<file path="src/rtl/csa_resolver_pkg.sv">
// ---------------------------------------------------------------------------
// csa_pkg
// Shared definitions for the sequential carry-propagate resolver that sits
// after the 5:3 counter compressor tree.
//   state_t          : controller states (IDLE / BUSY / DONE)
//   DEF_WIDTH        : default width of each redundant input vector
//   DEF_DIGIT        : default number of bits resolved per clock
//   ndig()           : number of digit slices (cycles) per operation
//   clog2()          : counter width for the digit index, never below one bit
// ---------------------------------------------------------------------------
package csa_pkg;

    typedef enum logic [1:0] {
        IDLE = 2'd0,
        BUSY = 2'd1,
        DONE = 2'd2
    } state_t;

    localparam int DEF_WIDTH = 32;
    localparam int DEF_DIGIT = 8;

    // Number of DIGIT-bit slices needed to cover WIDTH bits.
    function automatic int ndig(input int width, input int digit);
        return width / digit;
    endfunction

    // Bits needed to index NDIG digits. A single-digit configuration still
    // gets a one-bit counter so the declaration never collapses to zero width.
    function automatic int clog2(input int n);
        int w;
        w = 1;
        while ((1 << w) < n) begin
            w++;
        end
        return w;
    endfunction

    localparam int DEF_NDIG = ndig(DEF_WIDTH, DEF_DIGIT);

endpackage

</file>
<file path="src/rtl/csa_resolver_if.sv">
// ---------------------------------------------------------------------------
// csa_resolver_if
// Handshake bundle between the compressor tree, the resolver and the product
// register.
//   in_valid / in_ready   : operand-side handshake
//   s_vec / c_vec         : redundant sum and aligned carry vectors
//   out_valid / out_ready : result-side handshake
//   result                : WIDTH+1 bit binary sum, MSB is the final carry
// Modports:
//   slave  : the resolver itself
//   master : the surrounding environment (compressor tree + product register)
// ---------------------------------------------------------------------------
interface csa_resolver_if
    import csa_pkg::*;
#(
    parameter int WIDTH = DEF_WIDTH
);

    logic             in_valid;
    logic             in_ready;
    logic [WIDTH-1:0] s_vec;
    logic [WIDTH-1:0] c_vec;
    logic             out_valid;
    logic             out_ready;
    logic [WIDTH:0]   result;

    modport slave (
        input  in_valid,
        input  s_vec,
        input  c_vec,
        input  out_ready,
        output in_ready,
        output out_valid,
        output result
    );

    modport master (
        output in_valid,
        output s_vec,
        output c_vec,
        output out_ready,
        input  in_ready,
        input  out_valid,
        input  result
    );

endinterface

</file>
<file path="src/rtl/csa_resolver_adder.sv">
// ---------------------------------------------------------------------------
// csa_digit_adder
// DIGIT-bit ripple-carry adder used once per clock by the resolver. Keeping
// the slice narrow bounds the critical path to one digit add plus carry-in.
//   a, b : digit operands
//   cin  : carry from the previous digit
//   sum  : digit sum
//   cout : carry into the next digit
// ---------------------------------------------------------------------------
module csa_digit_adder #(
    parameter int DIGIT = 8
) (
    input  logic [DIGIT-1:0] a,
    input  logic [DIGIT-1:0] b,
    input  logic             cin,
    output logic [DIGIT-1:0] sum,
    output logic             cout
);

    logic [DIGIT:0] carry;

    // Explicit bit-by-bit ripple: each full adder feeds its carry to the next
    // position, and the top carry leaves as cout.
    always_comb begin
        sum      = '0;
        carry    = '0;
        carry[0] = cin;
        for (int i = 0; i < DIGIT; i++) begin
            sum[i]       = a[i] ^ b[i] ^ carry[i];
            carry[i + 1] = (a[i] & b[i]) | (carry[i] & (a[i] ^ b[i]));
        end
        cout = carry[DIGIT];
    end

endmodule

</file>
<file path="src/rtl/csa_resolver.sv">
// ---------------------------------------------------------------------------
// csa_resolver
// Sequential carry-propagate stage. Accepts one (sum, carry) vector pair and
// resolves it into a binary WIDTH+1 bit result, DIGIT bits per clock, so the
// full-width add never needs a wide ripple or prefix adder.
// Ports:
//   clk   : single clock, all state updates on the rising edge
//   rst_n : asynchronous active-low reset
//   bus   : csa_resolver_if slave modport (operand and result handshakes)
// Timing: acceptance at edge T0, digit k resolved at edge T(k+1), out_valid
// rises after edge T(NDIG). With out_ready held high a new pair is taken on
// the same edge the previous result is consumed (one result per NDIG+1).
// ---------------------------------------------------------------------------
module csa_resolver
    import csa_pkg::*;
#(
    parameter int WIDTH = DEF_WIDTH,
    parameter int DIGIT = DEF_DIGIT
) (
    input  logic            clk,
    input  logic            rst_n,
    csa_resolver_if.slave   bus
);

    localparam int NDIG  = ndig(WIDTH, DIGIT);
    localparam int CNT_W = clog2(NDIG);

    // The digit slicing only makes sense when WIDTH is a whole number of
    // digits; anything else is rejected while elaborating.
    generate
        if ((WIDTH % DIGIT) != 0 || WIDTH < DIGIT) begin : g_bad_params
            $error("csa_resolver: WIDTH (%0d) must be a non-zero multiple of DIGIT (%0d)",
                   WIDTH, DIGIT);
        end
    endgenerate

    state_t           state;
    logic [WIDTH-1:0] s_sh;
    logic [WIDTH-1:0] c_sh;
    logic             carry;
    logic [CNT_W-1:0] cnt;
    logic             out_valid_q;
    logic [WIDTH:0]   result_q;

    logic [DIGIT-1:0] digit_sum;
    logic             digit_cout;
    logic             last_digit;

    // The single digit adder always works on the low slice of the shift
    // registers together with the running carry.
    csa_digit_adder #(
        .DIGIT (DIGIT)
    ) u_digit_adder (
        .a    (s_sh[DIGIT-1:0]),
        .b    (c_sh[DIGIT-1:0]),
        .cin  (carry),
        .sum  (digit_sum),
        .cout (digit_cout)
    );

    assign last_digit = (cnt == CNT_W'(NDIG - 1));

    // in_ready is only combinational on out_ready in DONE, where the result
    // handoff and the next acceptance share one edge.
    assign bus.in_ready  = (state == IDLE) || ((state == DONE) && bus.out_ready);
    assign bus.out_valid = out_valid_q;
    assign bus.result    = result_q;

    // Controller and datapath in one block. IDLE waits for a pair, BUSY adds
    // one digit per cycle into its slice of the result, DONE holds the result
    // until the product register takes it and optionally chains the next pair.
    always_ff @(posedge clk or negedge rst_n) begin
        if (!rst_n) begin
            state       <= IDLE;
            s_sh        <= '0;
            c_sh        <= '0;
            carry       <= 1'b0;
            cnt         <= '0;
            out_valid_q <= 1'b0;
            result_q    <= '0;
        end else begin
            case (state)
                IDLE: begin
                    if (bus.in_valid) begin
                        s_sh  <= bus.s_vec;
                        c_sh  <= bus.c_vec;
                        carry <= 1'b0;
                        cnt   <= '0;
                        state <= BUSY;
                    end
                end

                BUSY: begin
                    for (int k = 0; k < NDIG; k++) begin
                        if (cnt == CNT_W'(k)) begin
                            result_q[k*DIGIT +: DIGIT] <= digit_sum;
                        end
                    end
                    carry <= digit_cout;
                    s_sh  <= s_sh >> DIGIT;
                    c_sh  <= c_sh >> DIGIT;
                    cnt   <= cnt + 1'b1;
                    if (last_digit) begin
                        result_q[WIDTH] <= digit_cout;
                        out_valid_q     <= 1'b1;
                        state           <= DONE;
                    end
                end

                DONE: begin
                    if (bus.out_ready) begin
                        out_valid_q <= 1'b0;
                        if (bus.in_valid) begin
                            s_sh  <= bus.s_vec;
                            c_sh  <= bus.c_vec;
                            carry <= 1'b0;
                            cnt   <= '0;
                            state <= BUSY;
                        end else begin
                            state <= IDLE;
                        end
                    end
                end

                default: begin
                    out_valid_q <= 1'b0;
                    state       <= IDLE;
                end
            endcase
        end
    end

endmodule

</file>
<file path="src/flat_wrapper.sv">
// flat-port wrapper written by rule: the top's interface ports become plain ports
module csa_resolver_flat import csa_pkg::*;
#(
    parameter int WIDTH = DEF_WIDTH,
    parameter int DIGIT = DEF_DIGIT
)
  (clk, rst_n, bus_in_valid, bus_s_vec, bus_c_vec, bus_out_ready, bus_in_ready, bus_out_valid, bus_result);
  csa_resolver_if #(.WIDTH(WIDTH)) bus_i ();
  input  logic clk;
  input  logic rst_n;
  input wire logic [$bits(bus_i.in_valid)-1:0] bus_in_valid;
  input wire logic [$bits(bus_i.s_vec)-1:0] bus_s_vec;
  input wire logic [$bits(bus_i.c_vec)-1:0] bus_c_vec;
  input wire logic [$bits(bus_i.out_ready)-1:0] bus_out_ready;
  output wire logic [$bits(bus_i.in_ready)-1:0] bus_in_ready;
  output wire logic [$bits(bus_i.out_valid)-1:0] bus_out_valid;
  output wire logic [$bits(bus_i.result)-1:0] bus_result;
  assign bus_i.in_valid = bus_in_valid;
  assign bus_i.s_vec = bus_s_vec;
  assign bus_i.c_vec = bus_c_vec;
  assign bus_i.out_ready = bus_out_ready;
  assign bus_in_ready = bus_i.in_ready;
  assign bus_out_valid = bus_i.out_valid;
  assign bus_result = bus_i.result;
  csa_resolver #(.WIDTH(WIDTH), .DIGIT(DIGIT)) u_core (.clk(clk), .rst_n(rst_n), .bus(bus_i));
endmodule
</file>
<file path="config.mk">
export PLATFORM = sky130hd
export DESIGN_NAME = csa_resolver_flat
export DESIGN_NICKNAME = d
export VERILOG_FILES = /design/src/rtl/csa_resolver_pkg.sv /design/src/rtl/csa_resolver_if.sv /design/src/rtl/csa_resolver_adder.sv /design/src/rtl/csa_resolver.sv /design/src/flat_wrapper.sv
export SDC_FILE = /design/constraint.sdc
export NUM_CORES = 1
export LEC_CHECK = 0
export ABC_CLOCK_PERIOD_IN_PS = 7700
export CAP_MARGIN = 20
export CORE_AREA = 2 2 103 115
export DETAILED_ROUTE_END_ITERATION = 16
export DIE_AREA = 0 0 105 117
export PLACE_DENSITY = 0.7
export RECOVER_POWER = 100
export SYNTH_ARGS = -nofsm -noshare
export SYNTH_HDL_FRONTEND = slang
export SYNTH_SLANG_ARGS = --single-unit
</file>
<file path="constraint.sdc">
create_clock -name clk -period 7.7 [get_ports clk]
set_input_delay 2.31 -clock clk [delete_from_list [all_inputs] [get_ports clk]]
set_output_delay 2.31 -clock clk [all_outputs]
set_load 0.005 [all_outputs]
</file>
==> impl_metrics.yaml <==
# flow metrics
global_routing:
  grt_max_degree: 57
  grt_util_met1: 0.203
  globalRouteOverflowTotal: 0
  antenna_found_initial: 0
  met3_usage: 0.0288
  grt_usage: 0.159
  grt_pass1_vias: 2961
  grt_most_used_layer: "met2"
  use_met2: 0.268
  grt_pass1_wl_um: 15100
min_path:
  hp-class: "register to register"
  holdPathEnd: "u_core.bus.result[23]$_DFFE_PN0P_"
  holdCritStartpoint: "u_core.bus.result[23]$_DFFE_PN0P_"
  holdPathStages: 2
floorplan:
  initCoreUtil: 0.436
  die_y_um: 117
  dieArea_um2: 12300
  core_um2: 11200
  die_w_um: 105
  std_cell_rows: 41
  io_pins: 103
timing:
  worstMarginPinSlew_ps: 2780
  hold_viol_final: 0
  slew_headroom: -0.854
  finalClockPeriodUsage: 0.795
  setup_slack_ps: 1580
  timing.hold.ws_ps: 471
  rsz0062_at_grt: "no"
  fin_tns_setup_ps: 0
  max_freq_mhz: 163
  drv_slew: 99
  setup_violations: 0
  layout_min_cycle_time_ps: 6120
  finClkSkew_ps: 7.98
layout:
  fin_util: 0.560
  fin_cells: 580
  drive_gt1_frac: 0.293
  design_area_um2: 6270
  fill_cells: 1009
  num_antenna_cells: 0
  syn_to_final_growth_pct: 28.5
  num-nets-final: 505
  final_common_cell: "dfrtp_1"
  final_cell_mix: "dfrtp_1 (103), mux2_2 (68), clkdlybuf4s50_1 (65)"
  logic_area_um2: 2100
  seqCellArea_um2: 2580
cts:
  cts_tree: "done"
  cts-hold-fix-buffers: 0
  cts_resized: 0
  cts.path.max_buffers: 2
  root_buffer: "clkbuf_16"
  clk_latency_ps: 340
  post-cts-setup-buffers: 0
  numCtsBuffers: 9
  clk_pin_slew_ps: 60
  cts_sinks: 103
  htree_levels: 3
synth:
  syn-num-nets: 405
  synth_cell_types: 29
  ys_seq_share: 0.528
  synthCells: 325
  yosys_area_um2: 4880
  yosysWarnings: 0
  ys.flops: 103
  avgSynthCellArea_um2: 15.0
  ys_cells: 325
  syn_area_um2: 4880
route:
  drc_errors: 0
  ant_nets: 0
  vias: 2901
  wl_per_cell_um: 15.9
  vias_per_cell: 5.00
  drt_wl_total_um: 9210
  dr.pass1.iters: 4
  drt-initial-drc-count: 106
worst_setup_path:
  cpLargestDelayFamily: "buffers and inverters"
  reg2reg_depth: 12
  worstReg2RegEnd: "u_core.bus.result[31]$_DFFE_PN0P_"
  r2r-start: "u_core.carry$_DFFE_PN0P_"
  cp_max_fo: 4
  cp.required_ps: 5390
  path_depth: 4
  cp.arrival_ps: 3810
  timing.critical_path.cells: "dlygate4sd3_1, and2b_1, nor2_1, dlygate4sd3_1"
  critPathKind: "input port to primary output"
  startpoint_type: "input port"
  critical_path.endpoint: "bus_in_ready"
  crit_top_cell: "dlygate4sd3_1"
  path_buffers: 2
  cp_slowest_stage_delay_ps: 580
  crit_slowest_cell: "dlygate4sd3_1"
  r2r_slack_ps: 3500
  crit_start: "bus_out_ready"
  crit_path_end_kind: "primary output"
place:
  gp_congestion: 0.755
  dp.final_hpwl_um: 6700
  placed_cells: 564
  numPortBuffers: 102
  pre_cts_ws_ps: 1730
  place_area_um2: 5960
pwr:
  pwr-share-clk: 0.178
  power_frac_comb: 0.485
  irDropWorstVdd_v: 0.000219
  total_power_w: 0.00287
  seqPwrFrac: 0.337
  sw_frac_of_total: 0.315
  p_int_w: 0.00197
  power.static_leakage_nw: 2.84
  powerDensity_nw_per_um2: 459
  p_sw_w: 0.000906
flow_run:
  drv_cap: 2
  warnings: 29
outcome:
  status: "complete, but fails checks"
  violations: "capacitance limit, slew limit"
## final cells by class
cell class                 instances  share of cell area
clock inverter                     6              0.0174
multi-input combinational        197               0.335
inverter                           9             0.00539
tap                              150              0.0300
clock buffer                      10              0.0365
timing repair buffer             105               0.165
sequential                       103               0.411
## synthesized netlist by cell type (all sizes together)
cell,number,area share
a21oi,2,0.0028
a22o,13,0.023
and2b,1,0.0015
buf,16,0.032
dfrtp,103,0.53
fa,8,0.033
ha,4,0.010
inv,9,0.0069
mux2,112,0.29
mux2i,9,0.018
nand2,15,0.012
nand2b,2,0.0026
nand3,3,0.0031
nand3b,4,0.0062
nor2,3,0.0028
nor2b,2,0.0041
o21ai,15,0.016
o22ai,2,0.0026
o31ai,1,0.0015
or2b,1,0.0015
## sequential cells by signal (all words and copies together) (netlist names)
| name | flops |
|---|---|
| u_core.carry | 1 |
| u_core.s_sh | 32 |
| u_core.bus.result | 33 |
| u_core.state | 2 |
| u_core.bus.out_valid | 1 |
| u_core.c_sh | 32 |
| u_core.cnt | 2 |
## routing by layer
metal / vias up / wire length [µm]
met2: 73 / 4570
met4: 0 / 196
li1: 1361 / -
met1: 1454 / 4070
met3: 13 / 375
met5: - / 0
## logic make-up after synthesis
group	share of synthesized area
AOI/OAI and AO/OA	0.0464
adders and majority gates	0.0431
and+or+nand+nor	0.0334
DFF	0.528
buffers and inverters	0.0385
muxes	0.310
## power groups by stage
| stage | sequential [W] | clock, W | combinational [W] |
|---|---|---|---|
| 3_3_place_gp | 0.000974 | 0 | 0.00142 |
| 3_5_place_dp | 0.000989 | 0 | 0.00146 |
| 6_report | 0.000970 | 0.000511 | 0.00139 |
| 5_1_grt | 0.00101 | 0.000544 | 0.00154 |
| 2_1_floorplan | 0.000947 | 0 | 0.00111 |
| 4_1_cts | 0.000978 | 0.000524 | 0.00146 |
Wires at chosen ports, followed through buffers:
(2 px per µm)
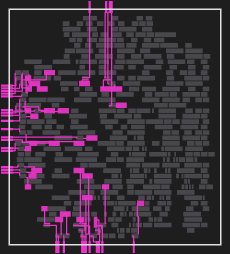
legend:
  `bus_c_vec`:
    color: magenta
    direction: input
    end_cells: 32
    buffers: 32
    wire: 747 µm

Cells by drive strength:
(4 px per µm)
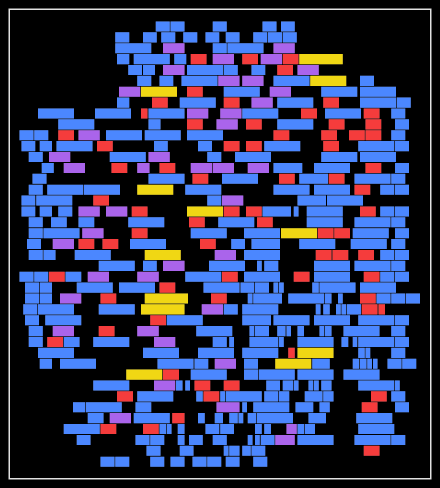
legend:
  x1 and smaller:
    color: blue
    cells: 304
    share: 71%
  x2:
    color: red
    cells: 72
    share: 17%
  x3 and x4:
    color: purple
    cells: 42
    share: 9.8%
  x6 and larger:
    color: yellow
    cells: 12
    share: 2.8%

Power figures rest on the tool's default switching activity, not on a simulated workload.
